<file path="src/rtl/systolic_bist_engine.sv">
// rtl/systolic_bist_engine.sv - pattern generator / MISR compactor BIST engine for the systolic array
//
// Purpose: drives stimulus patterns into the array's external lanes, compacts the
// array's result bus into a MISR through a latency-aligned capture window, and
// compares the final signature against a golden value.
//
// Ports:
//   clk_i, rstn_async_i        clock, asynchronous active-low reset
//   start_i                    start pulse (accepted in IDLE/DONE only)
//   mode_i                     0=LFSR 1=walking-one 2=constant 3=counter
//   num_patterns_i, seed_i     run length and generator seed
//   stop_code_en_i, stop_code_i early-stop control
//   latency_i                  array latency (0 -> 1, clamped to MAX_LAT)
//   golden_sig_i               expected signature, sampled in COMPARE
//   result_i                   array result bus
//   pattern_o, pattern_valid_o stimulus (inputs low ROW*WIDTH bits, weights above)
//   signature_o                current MISR
//   patterns_sent_o            patterns issued this run
//   busy_o, done_o, pass_o, stopped_o  run status
module systolic_bist_engine #(
  parameter int          WIDTH        = 8,
  parameter int          ROW          = 4,
  parameter int          COL          = 4,
  parameter int          DRIVER_WIDTH = WIDTH * (ROW + COL),
  parameter int          CNT_W        = 16,
  parameter int          MAX_LAT      = 16,
  parameter logic [63:0] POLY         = 64'hD800_0000_0000_0000
) (
  input  logic                             clk_i,
  input  logic                             rstn_async_i,
  input  logic                             start_i,
  input  logic [1:0]                       mode_i,
  input  logic [CNT_W-1:0]                 num_patterns_i,
  input  logic [DRIVER_WIDTH-1:0]          seed_i,
  input  logic                             stop_code_en_i,
  input  logic [DRIVER_WIDTH-1:0]          stop_code_i,
  input  logic [$clog2(MAX_LAT+1)-1:0]     latency_i,
  input  logic [DRIVER_WIDTH-1:0]          golden_sig_i,
  input  logic [DRIVER_WIDTH-1:0]          result_i,
  output logic [DRIVER_WIDTH-1:0]          pattern_o,
  output logic                             pattern_valid_o,
  output logic [DRIVER_WIDTH-1:0]          signature_o,
  output logic [CNT_W-1:0]                 patterns_sent_o,
  output logic                             busy_o,
  output logic                             done_o,
  output logic                             pass_o,
  output logic                             stopped_o
);

  localparam int DW    = DRIVER_WIDTH;
  localparam int LAT_W = $clog2(MAX_LAT + 1);
  localparam int TAP_W = (MAX_LAT > 1) ? $clog2(MAX_LAT) : 1;
  localparam logic [DW-1:0] POLY_L = DW'(POLY);

  localparam logic [1:0] M_LFSR  = 2'd0;
  localparam logic [1:0] M_WALK  = 2'd1;
  localparam logic [1:0] M_CONST = 2'd2;

  typedef enum logic [2:0] {
    S_IDLE, S_LOAD, S_DRIVE, S_DRAIN, S_COMPARE, S_DONE
  } state_t;

  function automatic logic [DW-1:0] step(input logic [DW-1:0] x);
    return (x >> 1) ^ (x[0] ? POLY_L : '0);
  endfunction

  state_t                 state_q, state_d;
  logic [1:0]             mode_q, mode_d;
  logic [CNT_W-1:0]       num_q, num_d;
  logic                   stop_en_q, stop_en_d;
  logic [DW-1:0]          stop_q, stop_d;
  logic [TAP_W-1:0]       tap_q, tap_d;     // latency - 1, index of the capture tap
  logic [DW-1:0]          gen_q, gen_d;
  logic [DW-1:0]          misr_q, misr_d;
  logic [CNT_W-1:0]       sent_q, sent_d;
  logic [MAX_LAT-1:0]     vld_q, vld_d;     // bit i holds the valid issued i+1 cycles ago
  logic                   pass_q, pass_d;
  logic                   stopped_q, stopped_d;

  logic                   drive_valid;
  logic                   capture;
  logic                   pending;
  logic [MAX_LAT-1:0]     tap_mask;
  logic [LAT_W-1:0]       lat_eff;
  logic [DW-1:0]          gen_init;
  logic                   last_pat;
  logic                   stop_hit;

  assign drive_valid = (state_q == S_DRIVE);
  assign capture     = vld_q[tap_q];
  // Taps 1..latency; taps beyond the capture point hold already-compacted slots.
  assign tap_mask    = ((MAX_LAT'(1) << tap_q) << 1) - MAX_LAT'(1);
  assign pending     = |(vld_q & tap_mask);
  assign last_pat    = (sent_q == (num_q - CNT_W'(1)));
  assign stop_hit    = stop_en_q && (gen_q == stop_q);

  always_comb begin
    lat_eff = latency_i;
    if (latency_i == '0) begin
      lat_eff = LAT_W'(1);
    end else if (latency_i > LAT_W'(MAX_LAT)) begin
      lat_eff = LAT_W'(MAX_LAT);
    end
  end

  always_comb begin
    case (mode_i)
      M_LFSR:  gen_init = (seed_i == '0) ? DW'(1) : seed_i;
      M_WALK:  gen_init = DW'(1);
      default: gen_init = seed_i;
    endcase
  end

  always_comb begin
    state_d   = state_q;
    mode_d    = mode_q;
    num_d     = num_q;
    stop_en_d = stop_en_q;
    stop_d    = stop_q;
    tap_d     = tap_q;
    gen_d     = gen_q;
    sent_d    = sent_q;
    pass_d    = pass_q;
    stopped_d = stopped_q;
    vld_d     = (vld_q << 1) | MAX_LAT'(drive_valid);
    misr_d    = capture ? (step(misr_q) ^ result_i) : misr_q;

    case (state_q)
      S_IDLE, S_DONE: begin
        if (start_i) begin
          state_d   = S_LOAD;
          mode_d    = mode_i;
          num_d     = num_patterns_i;
          stop_en_d = stop_code_en_i;
          stop_d    = stop_code_i;
          tap_d     = TAP_W'(lat_eff - LAT_W'(1));
          gen_d     = gen_init;
          sent_d    = '0;
          misr_d    = '0;
          vld_d     = '0;
          pass_d    = 1'b0;
          stopped_d = 1'b0;
        end
      end
      S_LOAD: begin
        state_d = (num_q == '0) ? S_DRAIN : S_DRIVE;
      end
      S_DRIVE: begin
        case (mode_q)
          M_LFSR:  gen_d = step(gen_q);
          M_WALK:  gen_d = {gen_q[DW-2:0], gen_q[DW-1]};
          M_CONST: gen_d = gen_q;
          default: gen_d = gen_q + DW'(1);
        endcase
        sent_d = sent_q + CNT_W'(1);
        if (stop_hit) begin
          stopped_d = 1'b1;
        end
        if (last_pat || stop_hit) begin
          state_d = S_DRAIN;
        end
      end
      S_DRAIN: begin
        if (!pending) begin
          state_d = S_COMPARE;
        end
      end
      S_COMPARE: begin
        pass_d  = (misr_q == golden_sig_i);
        state_d = S_DONE;
      end
      default: state_d = S_IDLE;
    endcase
  end

  always_ff @(posedge clk_i or negedge rstn_async_i) begin
    if (!rstn_async_i) begin
      state_q   <= S_IDLE;
      mode_q    <= '0;
      num_q     <= '0;
      stop_en_q <= 1'b0;
      stop_q    <= '0;
      tap_q     <= '0;
      gen_q     <= '0;
      misr_q    <= '0;
      sent_q    <= '0;
      vld_q     <= '0;
      pass_q    <= 1'b0;
      stopped_q <= 1'b0;
    end else begin
      state_q   <= state_d;
      mode_q    <= mode_d;
      num_q     <= num_d;
      stop_en_q <= stop_en_d;
      stop_q    <= stop_d;
      tap_q     <= tap_d;
      gen_q     <= gen_d;
      misr_q    <= misr_d;
      sent_q    <= sent_d;
      vld_q     <= vld_d;
      pass_q    <= pass_d;
      stopped_q <= stopped_d;
    end
  end

  assign pattern_valid_o = drive_valid;
  assign pattern_o       = drive_valid ? gen_q : '0;
  assign signature_o     = misr_q;
  assign patterns_sent_o = sent_q;
  assign busy_o          = (state_q != S_IDLE) && (state_q != S_DONE);
  assign done_o          = (state_q == S_DONE);
  assign pass_o          = pass_q;
  assign stopped_o       = stopped_q;

endmodule
</file>
<file path="config.mk">
export PLATFORM = sky130hd
export DESIGN_NAME = systolic_bist_engine
export DESIGN_NICKNAME = d
export VERILOG_FILES = /design/src/rtl/systolic_bist_engine.sv
export SDC_FILE = /design/constraint.sdc
export NUM_CORES = 1
export LEC_CHECK = 0
export CAP_MARGIN = 40
export CORE_MARGIN = 10
export CORE_UTILIZATION = 40
export CTS_CLUSTER_DIAMETER = 60
export CTS_CLUSTER_SIZE = 20
export DETAILED_ROUTE_END_ITERATION = 8
export PLACE_DENSITY = 0.71
export SYNTH_ARGS = -nofsm -noshare
export SYNTH_HDL_FRONTEND = slang
export SYNTH_SLANG_ARGS = --single-unit
</file>
<file path="constraint.sdc">
create_clock -name clk_i -period 2.7 [get_ports clk_i]
set_clock_uncertainty 0.15 [all_clocks]
set_input_delay 0.81 -clock clk_i [delete_from_list [all_inputs] [get_ports clk_i]]
set_output_delay 0.81 -clock clk_i [all_outputs]
set_load 0.005 [all_outputs]
</file>
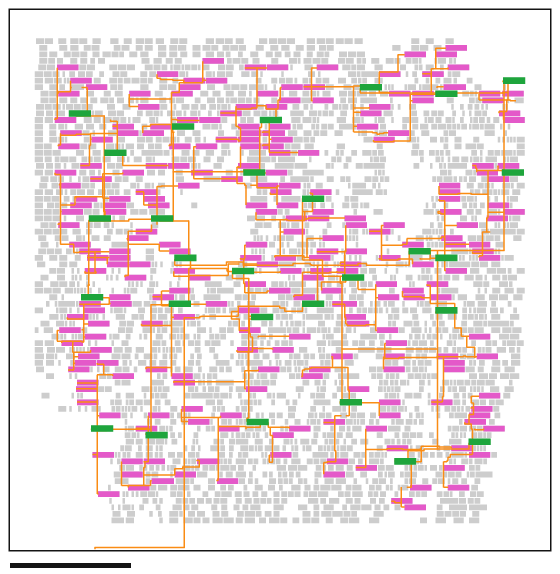
**Above:** run 1 (routed clock nets over the placement).
The bar under the picture is 50 microns long.
flip-flops -> magenta  # count 252
clock drivers -> green  # count 28
clock wires -> orange  # length 3760 microns
routed clock nets = 29
clock group total power: 4050 uW
clock network latency to the later pin of the worst-skew pair: 590 ps
fraction of power consumed by the clock network: 13.2%

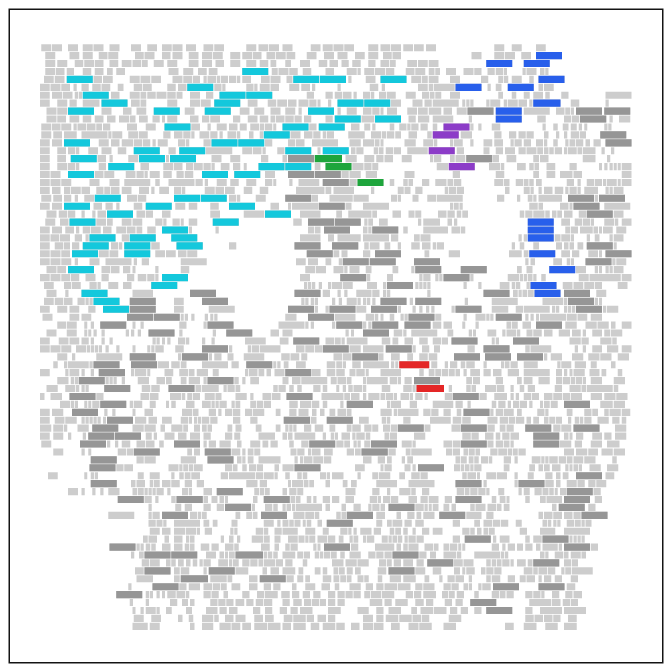
**Above:** run 1 (sequential cells coloured by netlist name).
`tap_q` -> purple  # sequential cells 4
`patterns_sent_o` -> blue  # sequential cells 16, where upper right
`signature_o` -> cyan  # sequential cells 64
`state_q` -> green  # sequential cells 3
`mode_q` -> red  # sequential cells 2
not coloured = 163
flop share of the area: 25.2%
power attributed to sequential cells: 7900 uW

==> flow_metrics.rpt, run 1 <==
RUN METRICS
----------------------------------------------------
[Die]
  Horizontal die dimension ........................ 224 microns
  Floorplan core density ........................ around 41%
  Tapcell count ........................ 532
  Number of placement rows ........................ approximately 74
  Area of the die ........................ around 50000 sq um
  Area inside the core boundary ........................ approximately 41000 sq um

[Cells and area]
  Post-route cell area ........................ 25100 sq um
  Area growth from synthesis to final layout ........................ 51.1%
  Fraction of area in clock buffers and inverters ........................ about 3.8%
  Final instance count without filler cells ........................ 3155
  Antenna fix cells ........................ 6
  Sequential cell area in the final layout ........................ ~6300 sq um
  Multi-input gate share of the layout cell area ........................ approximately two fifths

[Global route]
  Number of antenna violations at the first check in global routing ........................ 11
  Total overflow reported by the global router ........................ 0

[STA]
  Post-route worst setup slack ........................ -157 ps
  RSZ-0062 raised after global routing ........................ true
  Final cycle utilization of the critical path ........................ 106%
  Fmax ........................ about 350 MHz
  Total of endpoints with negative setup slack in the final report ........................ about 56

[Clock tree]
  CTS tree ........................ built
  Total CTS buffers ........................ 28
  Buffer count from post-CTS setup fixing ........................ 11

[Outcome]
  Result of the run ........................ complete, but fails checks
  Violations in the final reports ........................ negative setup slack

[Worst setup path]
  Critical register-to-register path endpoint ........................ state_q[0]
  Setup crit end ........................ pattern_o[55]
  Length in cells of the worst reg-to-reg path ........................ 8
  Critical path required time ........................ between 1500 and 2000 ps
  Crit path DAT ........................ 1900 ps
  Register-to-Register Setup Slack ........................ around 30 ps
  Logic depth of the worst setup path including buffers ........................ 7
  Worst flop-to-flop path startpoint ........................ gen_q[48]
  Setup crit start ........................ state_q[2]

[Power and ir drop]
  Net load switching power ........................ ~14000 uW
  Top Consumer ........................ combinational logic
  Overall power consumption ........................ around 31000 uW
  Leakage power total ........................ between 0.01 and 0.015 uW
  Logic gate share of total power ........................ between 60% and 70%
  Internal Power ........................ 16500 uW

[Drt]
  Avg Vias per Cell ........................ ~5.8
  Met2 layer wire length in the routed design ........................ ~35000 microns
  DRC viols ........................ 0
  Metal-1 WL ........................ a little over 30000 microns

[Logic synthesis]
  Synthesized netlist cell count ........................ between 2000 and 2500
  Cell types occupying the most area after synthesis ........................ dfrtp_1 (38%), xnor2_1 (9.0%), nand2_1 (7.7%)
  AND-OR/OR-AND share of the synthesized area ........................ 17.7%
  Distinct lib cells used ........................ about 80
  Fraction of synthesis flops using an asynchronous set or reset pin ........................ 100%
  Most used standard cell by instance count after synthesis ........................ nand2_1
  Post-synth net total ........................ ~2300
  List of most frequent post-synthesis cells ........................ nand2_1 (342), dfrtp_1 (252), xnor2_1 (170)
  Count of library flops with an enable pin ........................ 0
  Yosys Chip Area ........................ between 15000 and 20000 sq um
  Post-synthesis cell count from yosys ........................ 2013
  Share of synthesized cell area in and, or, nand and nor gates ........................ a little under a quarter
  Sequential fraction of the synthesis area ........................ between 30% and 40%
  Most common reg cell ........................ dfrtp_1

[Run]
  Number of maximum-capacitance constraint violations ........................ 0

[Placement]
  HPWL reported at the end of detailed placement ........................ between 50000 and 60000 microns
  Area post-placement ........................ roughly 23000 sq um
  Placed instance count ........................ 3080
  Global placement routability congestion ........................ slightly below 1

----------------------------------------------------
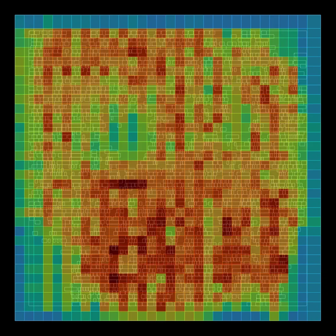
**Above:** run 1 (congestion heat map).
Layout Utilization: 61.3%
met2 routing resource usage after global routing: 45.3%
GR Layer Usage met3: 6.99%
met1 capacity usage during global routing: 36.8%

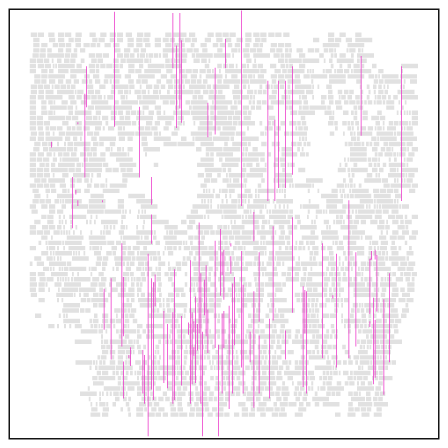
**Above:** run 1 (met4 routing).
Cells faint in the background.
main direction = vertical
nets with wire on the layer = 81
share of all routed wire = 4.6%
count of vias placed by the detailed router: 18317
total wire length: 76400 microns

==> inputs of run 2 (changes only) <==
--- a/config.mk
+++ b/config.mk
@@ -11,7 +11,7 @@
 export CTS_CLUSTER_DIAMETER = 60
 export CTS_CLUSTER_SIZE = 20
 export DETAILED_ROUTE_END_ITERATION = 8
-export PLACE_DENSITY = 0.71
+export PLACE_DENSITY = 0.79
 export SYNTH_ARGS = -nofsm -noshare
 export SYNTH_HDL_FRONTEND = slang
 export SYNTH_SLANG_ARGS = --single-unit
==> run 2 against run 1 <==
Against the previous run:
- the flow still finishes with violations (negative setup slack)
- final area increased by 1.9%
- clock power about the same
- power increased by 4.0%
- global-route usage about the same
- core utilization increased by 1.2 points
- count of clock-buffer cells in the layout increased by 1
- final cell count increased by 0.29%
- worst setup slack got worse by 37 ps
- synthesized cell count unchanged
- register-to-register slack got worse by 130 ps
- critical path type unchanged
- largest cell class unchanged
- largest power group unchanged
==> flow_metrics.rpt, run 2 <==
RUN METRICS
----------------------------------------------------
[Global route]
  Total overflow reported by the global router ........................ 0 (unchanged)
  Met2 routing resource usage after global routing ........................ 45.0% (-0.24 points)
  GR Layer Usage met3 ........................ 6.91% (-0.078 points)

[Logic synthesis]
  Most common reg cell ........................ dfrtp_1
  Cell types occupying the most area after synthesis ........................ dfrtp_1 (38%), xnor2_1 (9.0%), nand2_1 (7.7%)
  Fraction of synthesis flops using an asynchronous set or reset pin ........................ 100% (unchanged)
  Post-synth net total ........................ 2301 (unchanged)
  List of most frequent post-synthesis cells ........................ nand2_1 (342), dfrtp_1 (252), xnor2_1 (170)
  Count of library flops with an enable pin ........................ 0 (unchanged)
  Synthesized netlist cell count ........................ 2013 (unchanged)
  Distinct lib cells used ........................ 80 (unchanged)
  Seq cells post-synth ........................ 252
  Most used standard cell by instance count after synthesis ........................ nand2_1
  Share of synthesized cell area in and, or, nand and nor gates ........................ 23.4% (unchanged)
  Post-synthesis cell count from yosys ........................ 2013 (unchanged)

[Power and ir drop]
  Clock group total power ........................ 4040 uW (about the same)
  Overall power consumption ........................ 31900 uW (+4.0%)
  Logic gate share of total power ........................ 62.5% (+1.5 points)
  Net load switching power ........................ 14800 uW (+4.3%)
  Fraction of power consumed by the clock network ........................ 12.7% (-0.5 points)
  Top Consumer ........................ combinational logic
  Internal Power ........................ 17100 uW (+3.7%)
  Leakage power total ........................ 0.0110 uW (+2.2%)
  Power attributed to sequential cells ........................ 7890 uW (about the same)

[Clock tree]
  Buffer count from post-CTS setup fixing ........................ 19 (+8)
  Total CTS buffers ........................ 29 (+3.6%)

[Die]
  Area inside the core boundary ........................ 40900 sq um (unchanged)
  Horizontal die dimension ........................ 224 microns (unchanged)
  Floorplan core density ........................ 40.6% (unchanged)
  Number of placement rows ........................ 74 (unchanged)
  Tapcell count ........................ 532 (unchanged)

[Drt]
  DRC viols ........................ 0 (unchanged)
  Avg Vias per Cell ........................ 5.96 (+2.6%)
  Antenna viol nets, final ........................ 0
  Met2 layer wire length in the routed design ........................ 35600 microns (+1.4%)

[Worst setup path]
  Critical register-to-register path endpoint ........................ state_q[0]
  Length in cells of the worst reg-to-reg path ........................ 10 (+2)
  Crit path DAT ........................ 1930 ps (+30 ps)
  Critical path required time ........................ 1740 ps (about the same)
  Worst flop-to-flop path startpoint ........................ gen_q[21]
  Setup crit start ........................ state_q[2]
  Register-to-Register Setup Slack ........................ -100 ps (-130 ps)
  Logic depth of the worst setup path including buffers ........................ 7 (unchanged)

[Cells and area]
  Post-route cell area ........................ 25600 sq um (+1.9%)
  Area growth from synthesis to final layout ........................ 54.0%
  Multi-input gate share of the layout cell area ........................ 39.7% (-0.51 points)
  Final instance count without filler cells ........................ 3164 (+0.29%)
  Sequential cell area in the final layout ........................ 6320 sq um (unchanged)
  Fraction of area in clock buffers and inverters ........................ 3.84% (+0.016 points)
  Antenna fix cells ........................ 7 (+1)
  Flop share of the area ........................ 24.7% (-0.47 points)
  Fraction of final layout cells sized beyond drive strength 1 ........................ 22.0%

[STA]
  Total of endpoints with negative setup slack in the final report ........................ 63 (+13%)
  Fmax ........................ 345 MHz (-1.3%)
  RSZ-0062 raised after global routing ........................ true
  Post-route worst setup slack ........................ -194 ps (-37.1 ps)

[Placement]
  Global placement routability congestion ........................ 1.03 (+4.8%)
  HPWL reported at the end of detailed placement ........................ 56800 microns (-1.6%)
  Placed instance count ........................ 3060 (-0.65%)

[Outcome]
  Violations in the final reports ........................ negative setup slack
  Result of the run ........................ complete, but fails checks

[Run]
  Number of maximum-capacitance constraint violations ........................ 0 (unchanged)

----------------------------------------------------
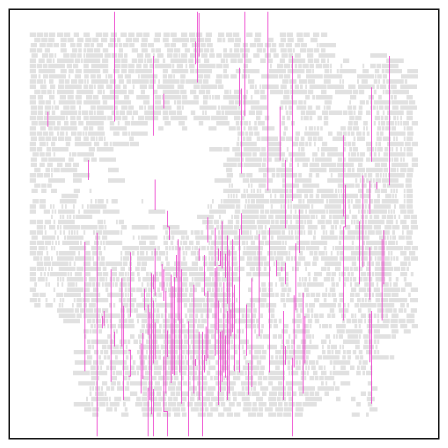
**Above:** run 2 (met4 routing).
Cells faint in the background.
wire length on this layer = 3770 microns
share of all routed wire = 4.8%
main direction = vertical
nets with wire on the layer = 90
total wire length: 77800 microns
count of vias placed by the detailed router: 18844

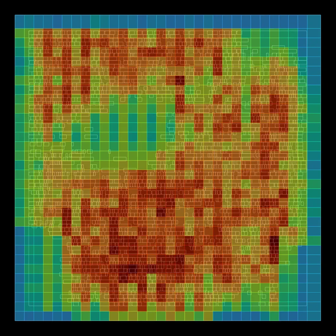
**Above:** run 2 (congestion heat map).
global routing's busiest layer: met2
routed len/inst: 24.6 microns
GR Util All Layers: 28.7%
Layout Utilization: 62.5%
met1 capacity usage during global routing: 36.9%

==> inputs of run 3 (changes only) <==
--- a/config.mk
+++ b/config.mk
@@ -15,3 +15,4 @@
 export SYNTH_ARGS = -nofsm -noshare
 export SYNTH_HDL_FRONTEND = slang
 export SYNTH_SLANG_ARGS = --single-unit
+export TNS_END_PERCENT = 10
==> run 3 against run 2 <==
Against the previous run:
- the flow still finishes with violations (negative setup slack)
- synthesized cell count is the same
- non-clock buffer count shrank 16
- register-to-register slack is essentially flat
- critical endpoint is now pattern_o[56]
- largest power group unchanged
==> flow_metrics.rpt, run 3 <==
RUN METRICS
----------------------------------------------------
[Drt]
  Uppermost layer routed ........................ met5
  Met2 layer wire length in the routed design ........................ 34400 microns (-3.4%)
  Routed len/inst ........................ 24.0 microns (-2.3%)
  Count of vias placed by the detailed router ........................ 18534 (-1.6%)
  Total wire length ........................ 75700 microns (-2.7%)
  Antenna viol nets, final ........................ 0 (unchanged)
  Avg Vias per Cell ........................ 5.88 (-1.2%)
  Length of routed met3 wiring ........................ between 7000 and 8000 microns
  DRC viols ........................ 0 (unchanged)

[Worst setup path]
  Length in cells of the worst reg-to-reg path ........................ 9 (-1)
  Critical register-to-register path endpoint ........................ state_q[0]
  Max stage delay on crit path ........................ 410 ps
  Worst flop-to-flop path startpoint ........................ gen_q[21]
  Crit path DAT ........................ 1920 ps (about the same)
  CP startpoint kind ........................ register
  Critical path required time ........................ 1740 ps (about the same)
  Setup crit start ........................ state_q[2]
  CP top delay family ........................ buffers and inverters
  Critical path type ........................ reg -> out
  Logic depth of the worst setup path including buffers ........................ 6 (-1)
  Register-to-Register Setup Slack ........................ -100 ps (about the same)

[Logic synthesis]
  AND-OR/OR-AND share of the synthesized area ........................ 17.7%
  Post-synthesis cell count from yosys ........................ 2013 (unchanged)
  Most common reg cell ........................ dfrtp_1
  Share of synthesized cell area in and, or, nand and nor gates ........................ 23.4% (unchanged)
  Post-synth top area share ........................ 38.0%
  Count of library flops with an enable pin ........................ 0 (unchanged)
  List of most frequent post-synthesis cells ........................ nand2_1 (342), dfrtp_1 (252), xnor2_1 (170)
  Distinct lib cells used ........................ 80 (unchanged)
  Mean instance size in the synthesized netlist ........................ around 8.2 sq um
  Synthesized netlist cell count ........................ 2013 (unchanged)
  Most used standard cell by instance count after synthesis ........................ nand2_1
  Cell types occupying the most area after synthesis ........................ dfrtp_1 (38%), xnor2_1 (9.0%), nand2_1 (7.7%)
  Seq cells post-synth ........................ 252 (unchanged)
  Post-synth net total ........................ 2301 (unchanged)
  Number of warnings issued by yosys ........................ 0
  Fraction of synthesis flops using an asynchronous set or reset pin ........................ 100% (unchanged)

[Global route]
  Met2 routing resource usage after global routing ........................ 44.9% (-0.12 points)
  Total overflow reported by the global router ........................ 0 (unchanged)
  GR Layer Usage met3 ........................ 7.21% (+0.30 points)
  Global-route wire length before repair ........................ 113000 microns
  Number of antenna violations at the first check in global routing ........................ 6
  GR Util All Layers ........................ 28.6% (-0.072 points)
  Met1 capacity usage during global routing ........................ 36.8% (-0.13 points)
  Maximum number of pins on one net before global-route repair ........................ 108
  Global routing's busiest layer ........................ met2

[STA]
  RSZ-0062 raised after global routing ........................ true
  Hold Violations, Final ........................ 0
  Minimum period implied by the final worst setup slack ........................ 2880 ps
  Sum of negative setup slack ........................ -6570 ps
  Fmax ........................ 347 MHz (+0.34%)
  Worst max-slew margin expressed relative to the limit ........................ about three fifths
  Post-route worst setup slack ........................ -185 ps (+9.71 ps)
  Total of endpoints with negative setup slack in the final report ........................ 64 (+1.6%)

[Power and ir drop]
  Fraction of power consumed by the clock network ........................ 14.1% (+1.4 points)
  Logic gate share of total power ........................ 60.4% (-2.1 points)
  Internal Power ........................ 16400 uW (-3.7%)
  Leakage power total ........................ 0.0109 uW (-0.63%)
  Clock group total power ........................ 4320 uW (+6.9%)
  Top Consumer ........................ combinational logic
  Power density over cell area ........................ between 1000 and 1500 nW/um^2
  Net switching share of the total power ........................ a little under half
  Net load switching power ........................ 14200 uW (-4.2%)
  Overall power consumption ........................ 30600 uW (-3.9%)

[Clock tree]
  Total CTS buffers ........................ 31 (+6.9%)
  Hold-fix buffers at CTS ........................ 0
  Buffers from clock root to sink, at most ........................ 3
  Level count of the clock H-tree ........................ 1
  CTS sink cnt ........................ 252
  Buffer count from post-CTS setup fixing ........................ 15 (-4)
  Clock slew seen by the registers of the worst setup and hold paths ........................ ~60 ps

[Placement]
  Global placement routability congestion ........................ 1.04 (+1.2%)
  Placed instance count ........................ 3064 (+0.13%)
  HPWL reported at the end of detailed placement ........................ 57000 microns (+0.27%)

[Outcome]
  Result of the run ........................ complete, but fails checks
  Violations in the final reports ........................ negative setup slack

[Cells and area]
  Post-route cell area ........................ 24900 sq um (-2.6%)
  Final-layout non-clock buffer area share ........................ 27.3%
  Non-CTS buffers ........................ approximately 720
  Net count reported at finish ........................ between 2000 and 3000
  Antenna fix cells ........................ 4 (-3)
  Combined area of the multi-input logic cells ........................ roughly 9900 sq um
  Multi-input gate share of the layout cell area ........................ 39.7% (about the same)
  Final instance count without filler cells ........................ 3150 (-0.44%)
  Fraction of area in clock buffers and inverters ........................ 4.16% (+0.32 points)
  Most frequent logic cells in the routed design ........................ nand2_1 (341), clkdlybuf4s50_1 (307), dfrtp_1 (247)
  Number of clock buffers in the layout ........................ 32
  Fraction of final layout cells sized beyond drive strength 1 ........................ 20.2% (-1.8 points)
  Area growth from synthesis to final layout ........................ 50.0%
  #MultiIn Comb ........................ about 1500
  Num sequential ........................ around 250
  Cell group occupying the most layout area ........................ multi-input combinational cells

[Die]
  Number of placement rows ........................ 74 (unchanged)
  Area inside the core boundary ........................ 40900 sq um (unchanged)
  Tapcell count ........................ 532 (unchanged)
  Area of the die ........................ 50100 sq um
  Floorplan core density ........................ 40.6% (unchanged)

[Run]
  OpenROAD warning count ........................ 32
  Number of maximum-capacitance constraint violations ........................ 0 (unchanged)

[Min path]
  Type of the worst min-delay path ........................ in -> async

----------------------------------------------------
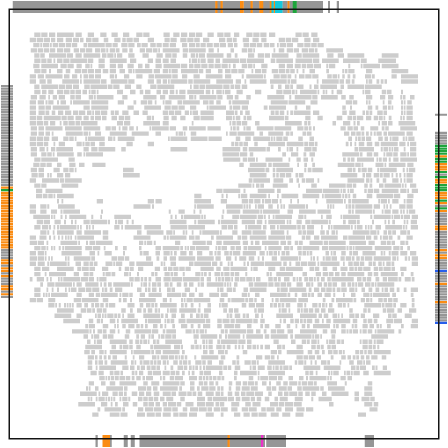
**Above:** run 3 (pin map).
Pins as bars across the die edge, other pins in grey.
`num_patterns_i` -> green  # pins 16, direction input, edge 13 right, 2 top, 1 left
`latency_i` -> cyan  # pins 5, direction input, edge top
`pattern_valid_o` -> magenta  # pins 1, direction output, edge bottom
`stop_code_i` -> orange  # pins 64, direction input, edge 31 left, 18 right, 10 top, 5 bottom
`mode_i` -> blue  # pins 2, direction input, edge right
Die H: 224 microns
number of input and output port buffers inserted: 431
horizontal die dimension: 224 microns

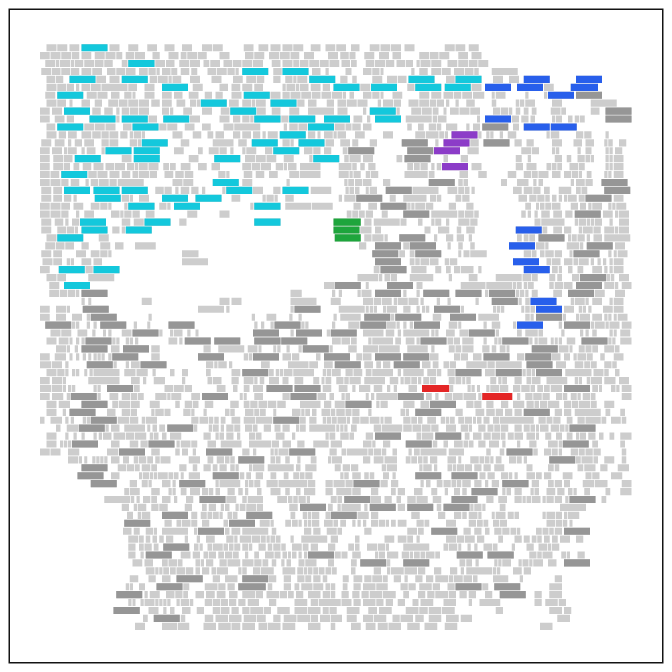
**Above:** run 3 (sequential cells coloured by netlist name).
`mode_q` -> red  # sequential cells 2
`signature_o` -> cyan  # sequential cells 64
`patterns_sent_o` -> blue  # sequential cells 16, where upper right
`tap_q` -> purple  # sequential cells 4
`state_q` -> green  # sequential cells 3
not coloured = 163
sequential cell area in the final layout: 6310 sq um
power attributed to sequential cells: 7810 uW
flop share of the area: 25.4%
Layout Utilization: 60.9%

Power and IR drop assume default switching activity.
